**Clock wiring as the flow saved it**

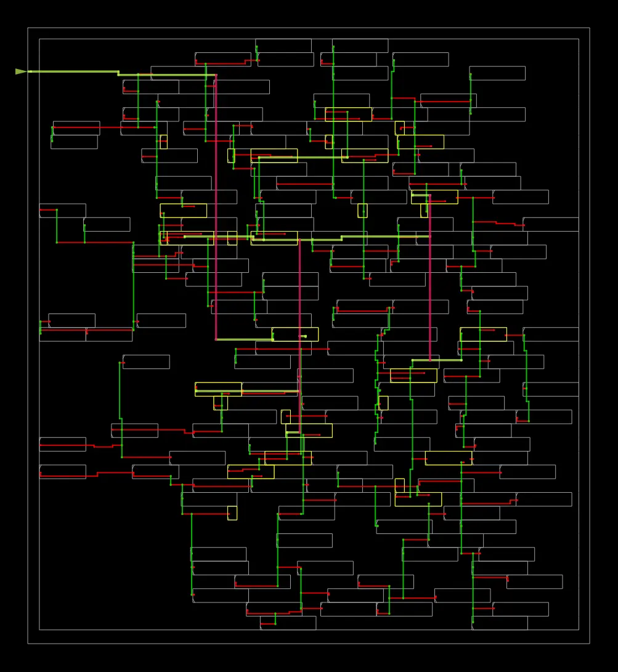
**The metal 3 layer**

The bar under the picture is 20 um long.
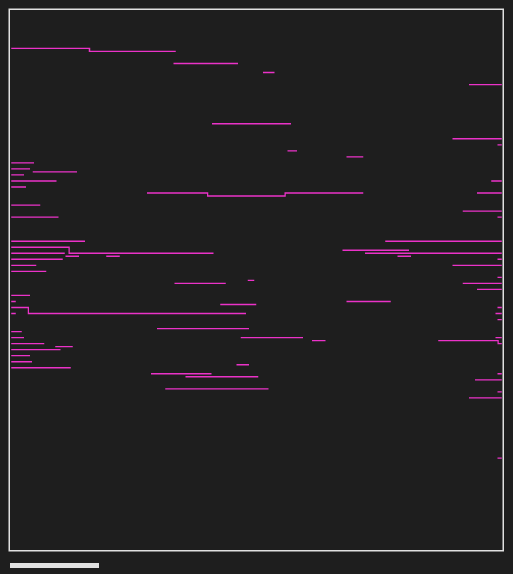
**Signal wires on met1**

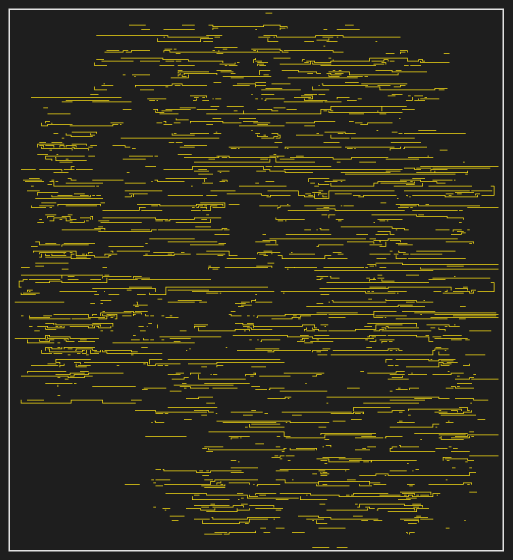
**Signal metal coverage by tile**

The bar under the picture is 20 um long. 22 x 24 tiles, from dark blue (low) to red (high), scaled to the fullest tile. Values are wire area over tile area, all layers added.
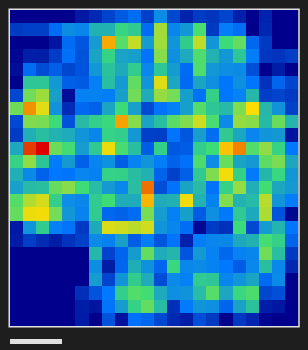
**Placement by cell class**

Fill, decap, tap and diode cells in gray.
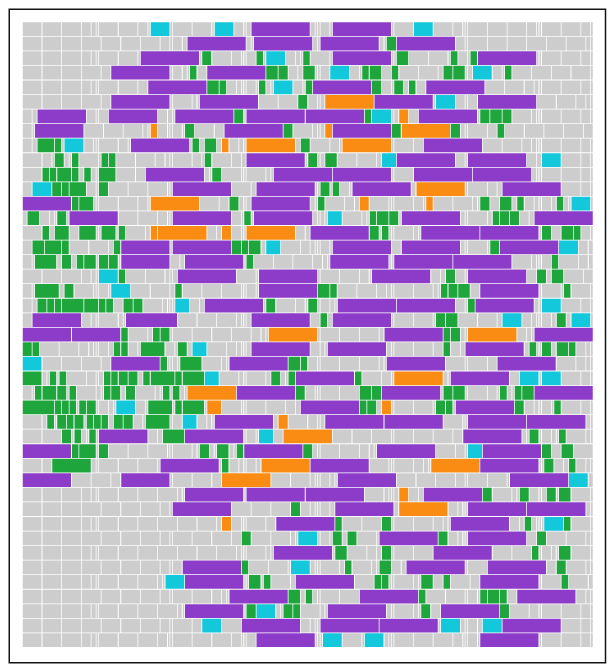
## config.mk

```make
export PLATFORM = sky130hd
export DESIGN_NAME = mac_result_buffer
export DESIGN_NICKNAME = d
export VERILOG_FILES = /design/src/rtl/mac_result_buffer.sv
export SDC_FILE = /design/constraint.sdc
export NUM_CORES = 1
export LEC_CHECK = 0
export ABC_AREA = 1
export CAP_MARGIN = 20
export CORE_ASPECT_RATIO = 1.1
export CORE_MARGIN = 2
export CORE_UTILIZATION = 45
export DETAILED_ROUTE_END_ITERATION = 8
export DONT_BUFFER_PORTS = 1
export PLACE_DENSITY = 0.57
export REMOVE_ABC_BUFFERS = 1
export SYNTH_ARGS = -nofsm -noshare
export SYNTH_HDL_FRONTEND = slang
export SYNTH_SLANG_ARGS = --single-unit
```

## constraint.sdc

```tcl
create_clock -name clk -period 3.4 [get_ports clk]
set_clock_uncertainty 0.2 [all_clocks]
set_input_delay 0.51 -clock clk [delete_from_list [all_inputs] [get_ports clk]]
set_output_delay 0.51 -clock clk [all_outputs]
set_load 0.01 [all_outputs]
```

## src/rtl/mac_result_buffer.sv

```systemverilog
// ----------------------------------------------------------------------------
// mac_result_buffer
//   Small show-ahead FIFO that captures results from a MAC unit that cannot be
//   stalled. A result arriving while the buffer is full, with no pop in the
//   same cycle, is dropped. Each drop sets a sticky overflow flag and bumps a
//   saturating drop counter. The head entry is driven combinationally from
//   storage, so a result pushed into an empty buffer is visible on the cycle
//   right after its edge.
//
// Parameters
//   DEPTH : number of entries (power of two, 2..16)
//   CW    : width of the saturating drop counter
//
// Ports
//   clk       : clock, rising edge
//   rst_n     : asynchronous active-low reset (control state only)
//   valido    : upstream result valid, one pulse per result
//   data_out  : upstream result value
//   clr       : synchronous flush of entries and status
//   res_ready : downstream consumer ready
//   res_valid : head entry present
//   res_data  : head entry value (don't-care while res_valid=0)
//   count     : number of stored entries
//   full      : count == DEPTH
//   overflow  : sticky, a result was dropped
//   drop_cnt  : number of dropped results, saturating
// ----------------------------------------------------------------------------
module mac_result_buffer #(
  parameter int DEPTH = 4,
  parameter int CW    = 8
) (
  input  logic                     clk,
  input  logic                     rst_n,
  input  logic                     valido,
  input  logic [31:0]              data_out,
  input  logic                     clr,
  input  logic                     res_ready,
  output logic                     res_valid,
  output logic [31:0]              res_data,
  output logic [$clog2(DEPTH):0]   count,
  output logic                     full,
  output logic                     overflow,
  output logic [CW-1:0]            drop_cnt
);

  localparam int AW    = $clog2(DEPTH);
  localparam int CNT_W = AW + 1;
  localparam logic [CNT_W-1:0] DEPTH_C = CNT_W'(DEPTH);

  logic [31:0]      mem_q [DEPTH];
  logic [AW-1:0]    wr_ptr_q, wr_ptr_d;
  logic [AW-1:0]    rd_ptr_q, rd_ptr_d;
  logic [CNT_W-1:0] count_q, count_d;
  logic             overflow_q, overflow_d;
  logic [CW-1:0]    drop_cnt_q, drop_cnt_d;

  logic pop;
  logic push;
  logic drop;

  assign res_valid = (count_q != '0);
  assign full      = (count_q == DEPTH_C);
  assign res_data  = mem_q[rd_ptr_q];
  assign count     = count_q;
  assign overflow  = overflow_q;
  assign drop_cnt  = drop_cnt_q;

  always_comb begin
    pop  = res_valid && res_ready;
    // A pop in the same cycle frees the slot, so a full buffer still accepts.
    push = valido && (!full || pop) && !clr;
    // clr discards the incoming result without counting it as a drop.
    drop = valido && full && !pop && !clr;

    wr_ptr_d   = wr_ptr_q;
    rd_ptr_d   = rd_ptr_q;
    count_d    = count_q;
    overflow_d = overflow_q;
    drop_cnt_d = drop_cnt_q;

    if (clr) begin
      wr_ptr_d   = '0;
      rd_ptr_d   = '0;
      count_d    = '0;
      overflow_d = 1'b0;
      drop_cnt_d = '0;
    end else begin
      // Pointers are AW bits wide, so they wrap modulo DEPTH naturally.
      if (push) wr_ptr_d = wr_ptr_q + AW'(1);
      if (pop)  rd_ptr_d = rd_ptr_q + AW'(1);
      case ({push, pop})
        2'b10:   count_d = count_q + CNT_W'(1);
        2'b01:   count_d = count_q - CNT_W'(1);
        default: count_d = count_q;
      endcase
      if (drop) begin
        overflow_d = 1'b1;
        if (drop_cnt_q != '1) drop_cnt_d = drop_cnt_q + CW'(1);
      end
    end
  end

  always_ff @(posedge clk or negedge rst_n) begin
    if (!rst_n) begin
      wr_ptr_q   <= '0;
      rd_ptr_q   <= '0;
      count_q    <= '0;
      overflow_q <= 1'b0;
      drop_cnt_q <= '0;
    end else begin
      wr_ptr_q   <= wr_ptr_d;
      rd_ptr_q   <= rd_ptr_d;
      count_q    <= count_d;
      overflow_q <= overflow_d;
      drop_cnt_q <= drop_cnt_d;
    end
  end

  // Storage is deliberately left out of reset; count gates its visibility.
  always_ff @(posedge clk) begin
    if (push) mem_q[wr_ptr_q] <= data_out;
  end

endmodule

```

==> Changelog: implementation <==
### Changed

* Post-Syn Area at approximately 0.0057 mm2
* Largest net degree at the start of global routing at roughly 66
* Reg2reg path depth at 5
* Dpl ws at 0.8991 ns
* N_diodes at 0
* Buffers on Ports at 0
* Initial antenna violation count at 0
* VDD IR max at 0.0003274 V
* IO Pins at ~83
* WL/cell at about 18 um
* Sequential share of the synthesized area at 74.65%
* Top cells by count: edfxtp_1, nor2_1, o21ai_0, o22ai_1, nand2_1
* Htree depth at 4
* Yosys cell count at 432
* Initial detailed-routing violation count at 258
* Fillers at 1057
* CTS root buf: clkbuf_16
* Gr ovfl total at 0
* Leakage power at 2.385 nW
* DP HPWL at 6.883 mm
* Ys Warns at 0
* Slew Limit Fails at 0
* Critical path startpoint category: register
* Synth area leader: edfxtp_1
* Max_cap viols at 0
* Main area contributors: edfxtp_1, dfrtp_1, o21ai_0, nor2_1, o22ai_1
* Crit share post-route at 85.69%
* Clk Latency, worst-skew pair at 0.41 ns
* Status: completed
* WL final at 11.77 mm
* Vias/cell at 5.401
* Fp util at 45.55%
* Final hold vios at 0
* GRT Overall Usage at 18.11%
* Avg Cell Area, Syn at between 10 and 15 um2
* Setup_tns at 0 ns
* Slew @ Worst Pin at 0.7759 ns
* Gpl congestion at 0.7789
* Worst Hold Depth at 3
* Worst Hold Class: primary input to register
* Final antenna-violating net count at 0
* Ys async rst share at 11.11%
* CTS sink count at 144
* Log Warnings at 28
* CTS tree: done
* Slack of the critical path at approximately 0.49 ns
* Chip area at 0.01355 mm2
* # DRC at 0
* Height of the die at 121.9 um
* Worst EP arrival at ~2.2 ns
* Worst path required time at 2.69 ns
* Row count at between 40 and 50
* Synthesis-stage register bit count at between 100 and 150
* Worst-path maximum fanout at 47
* YS chip area at between 0.005 and 0.006 mm2
* EDFF count, synth at around 130
* Post-Syn Instances at 432
* Total number of vias at 3462
* Area growth, synth to finish at 18.11%
* Design Power at 4.436 mW
* First-pass GRT wire length at 18.89 mm
* Layout cells sized above 1 at between 10 and 15%
* Max Freq at roughly 0.34 GHz
* Nets@finish at 516
* Slew headroom at 48.20%
* First-pass DRT Iterations at 4
* Die W at 111.2 um
* Most frequent cell after synthesis: edfxtp_1
* Core footprint at roughly 0.012 mm2
* Synth Flop Type: edfxtp_1
* Power Density at 660.6 mW/mm2
* Final min period at approximately 3 ns
* Crit path kind: register to output port
* Vias in the first global route at 3551
* CP endpoint kind: output port
* Clk buf depth at 2
* RSZ-0062 raised after global routing: false
* Reg clk slew, reported paths at 0.06 ns
About 'clock wiring as the flow saved it':
Clk power: 1.55 mW
number of CTS-inserted buffers: 17
layout clock buffer count: 21
flop count: 144

About 'the metal 3 layer':
The wires run mostly horizontal. The longest straight run is 49.0 um. 64 nets have wire on it.

About 'signal wires on met1':
472 nets have wire on it. The wires run mostly horizontal. The layer holds 46% of the routed length. The layer carries 5420 um of wire. The longest straight run is 26.7 um.

About 'signal metal coverage by tile':
The mean over all tiles is 0.14. The fullest tile reaches 0.45. 12% of the tiles are nearly empty. The emptiest ninth of the die: south-west.

About 'placement by cell class':
Green is all other logic, cells 267. Purple is flops, cells 144. Orange is clock drivers and dummy loads, cells 30. Cyan is other buffers and delay cells, cells 43.

==> path summary, 6_finish.rpt <==
check	start	endpoint	slack [ns]
setup / recovery	rd_ptr_q[0]$_DFFE_PN0P_	res_data[11]	0.49
hold / removal	clr	count[0]$_DFFE_PN0P_	0.08
setup reg to reg	count[0]$_DFFE_PN0P_	mem_q[1][22]$_DFFE_PP_	0.97
hold reg to reg	wr_ptr_q[0]$_DFFE_PN0P_	wr_ptr_q[0]$_DFFE_PN0P_	0.36
max in group asynchronous	rst_n	rd_ptr_q[0]$_DFFE_PN0P_	2.07
min in group asynchronous	rst_n	drop_cnt[4]$_DFFE_PN0P_	0.41
==> critical path, stage by stage (launching register included) <==
cell	delay (ns)
dfrtp_2	0.40
inv_2	0.57
buf_4	0.37
o21ai_0	0.12
o22ai_1	0.33
==> cell type report <==
type	count	area [um2]	share of cell area (%)
Sequential cell	144	4245	63.22
Inverter	17	63.81	0.9503
Clock buffer	21	440.4	6.559
Tap cell	157	196.4	2.925
Timing Repair Buffer	43	407.9	6.074
Clock inverter	9	46.29	0.6894
Multi-Input combinational cell	250	1315	19.58
==> per-stage QoR <==
stage / cell area (um2) / hold WS [ns] / instances / utilization [%]
after floorplan: 5593 / 0.01441 / 411 / -
after global placement: 5888 / 0.01487 / 577 / 47.17
after detailed placement: 5888 / 0.01484 / 577 / 47.17
after CTS: 6715 / 0.07050 / 641 / 53.80
after global routing: 6715 / 0.07792 / 641 / 53.80
final: 6715 / 0.07627 / 641 / 53.80
==> cells by family after synthesis <==
group	share of synthesized area, %
AOI/OAI and AO/OA	10.19
and+or+nand+nor	10.19
buffers and inverters	2.751
xor gates and xnor gates	0.7702
DFF	74.65
adders and majority gates	1.452
==> cells in the final DEF (no fill, tap or decap), types with 2 or more instances in the layout <==
| cell | count |
|---|---|
| nand3_1 | 19 |
| o21ai_0 | 60 |
| o22ai_1 | 32 |
| dlygate4sd3_1 | 34 |
| xor2_1 | 4 |
| clkbuf_16 | 17 |
| edfxtp_1 | 128 |
| nor2_4 | 6 |
| buf_4 | 9 |
| a21oi_1 | 2 |
| o21ai_1 | 9 |
| inv_2 | 4 |
| nor2_1 | 69 |
| clkinv_2 | 7 |
| dfrtp_1 | 15 |
| inv_1 | 13 |
| clkbuf_1 | 4 |
| nand2_1 | 30 |
| nand3b_1 | 3 |
| ha_1 | 5 |
==> power by group <==
group	switching, mW	internal (mW)	total [mW]
clock	0.644	0.909	1.55
sequential	0.0684	2.03	2.10
combinational	0.569	0.215	0.784
total	1.28	3.15	4.44
==> registers in the layout, summed over array words and instances (netlist names) <==
name and flops:
count 3, drop_cnt 8, mem_q 128, overflow 1, rd_ptr_q 2, wr_ptr_q 2
==> timing repair <==
action	CTS	global route
buffers inserted	0	0
resized	0	0
hold buffers	34	0
hold endpoints to repair	146	0
==> per-layer routing <==
| layer | vias up | global-route usage (%) | share of wire, % |
|---|---|---|---|
| li1 | 1665 | - | - |
| met1 | 1696 | 23.70 | 46 |
| met2 | 92 | 28.77 | 47 |
| met3 | 9 | 5.821 | 5.8 |
| met4 | 0 | 6.559 | 1.0 |
| met5 | - | 0 | 0 |
Power is estimated from default activity; no workload was simulated.
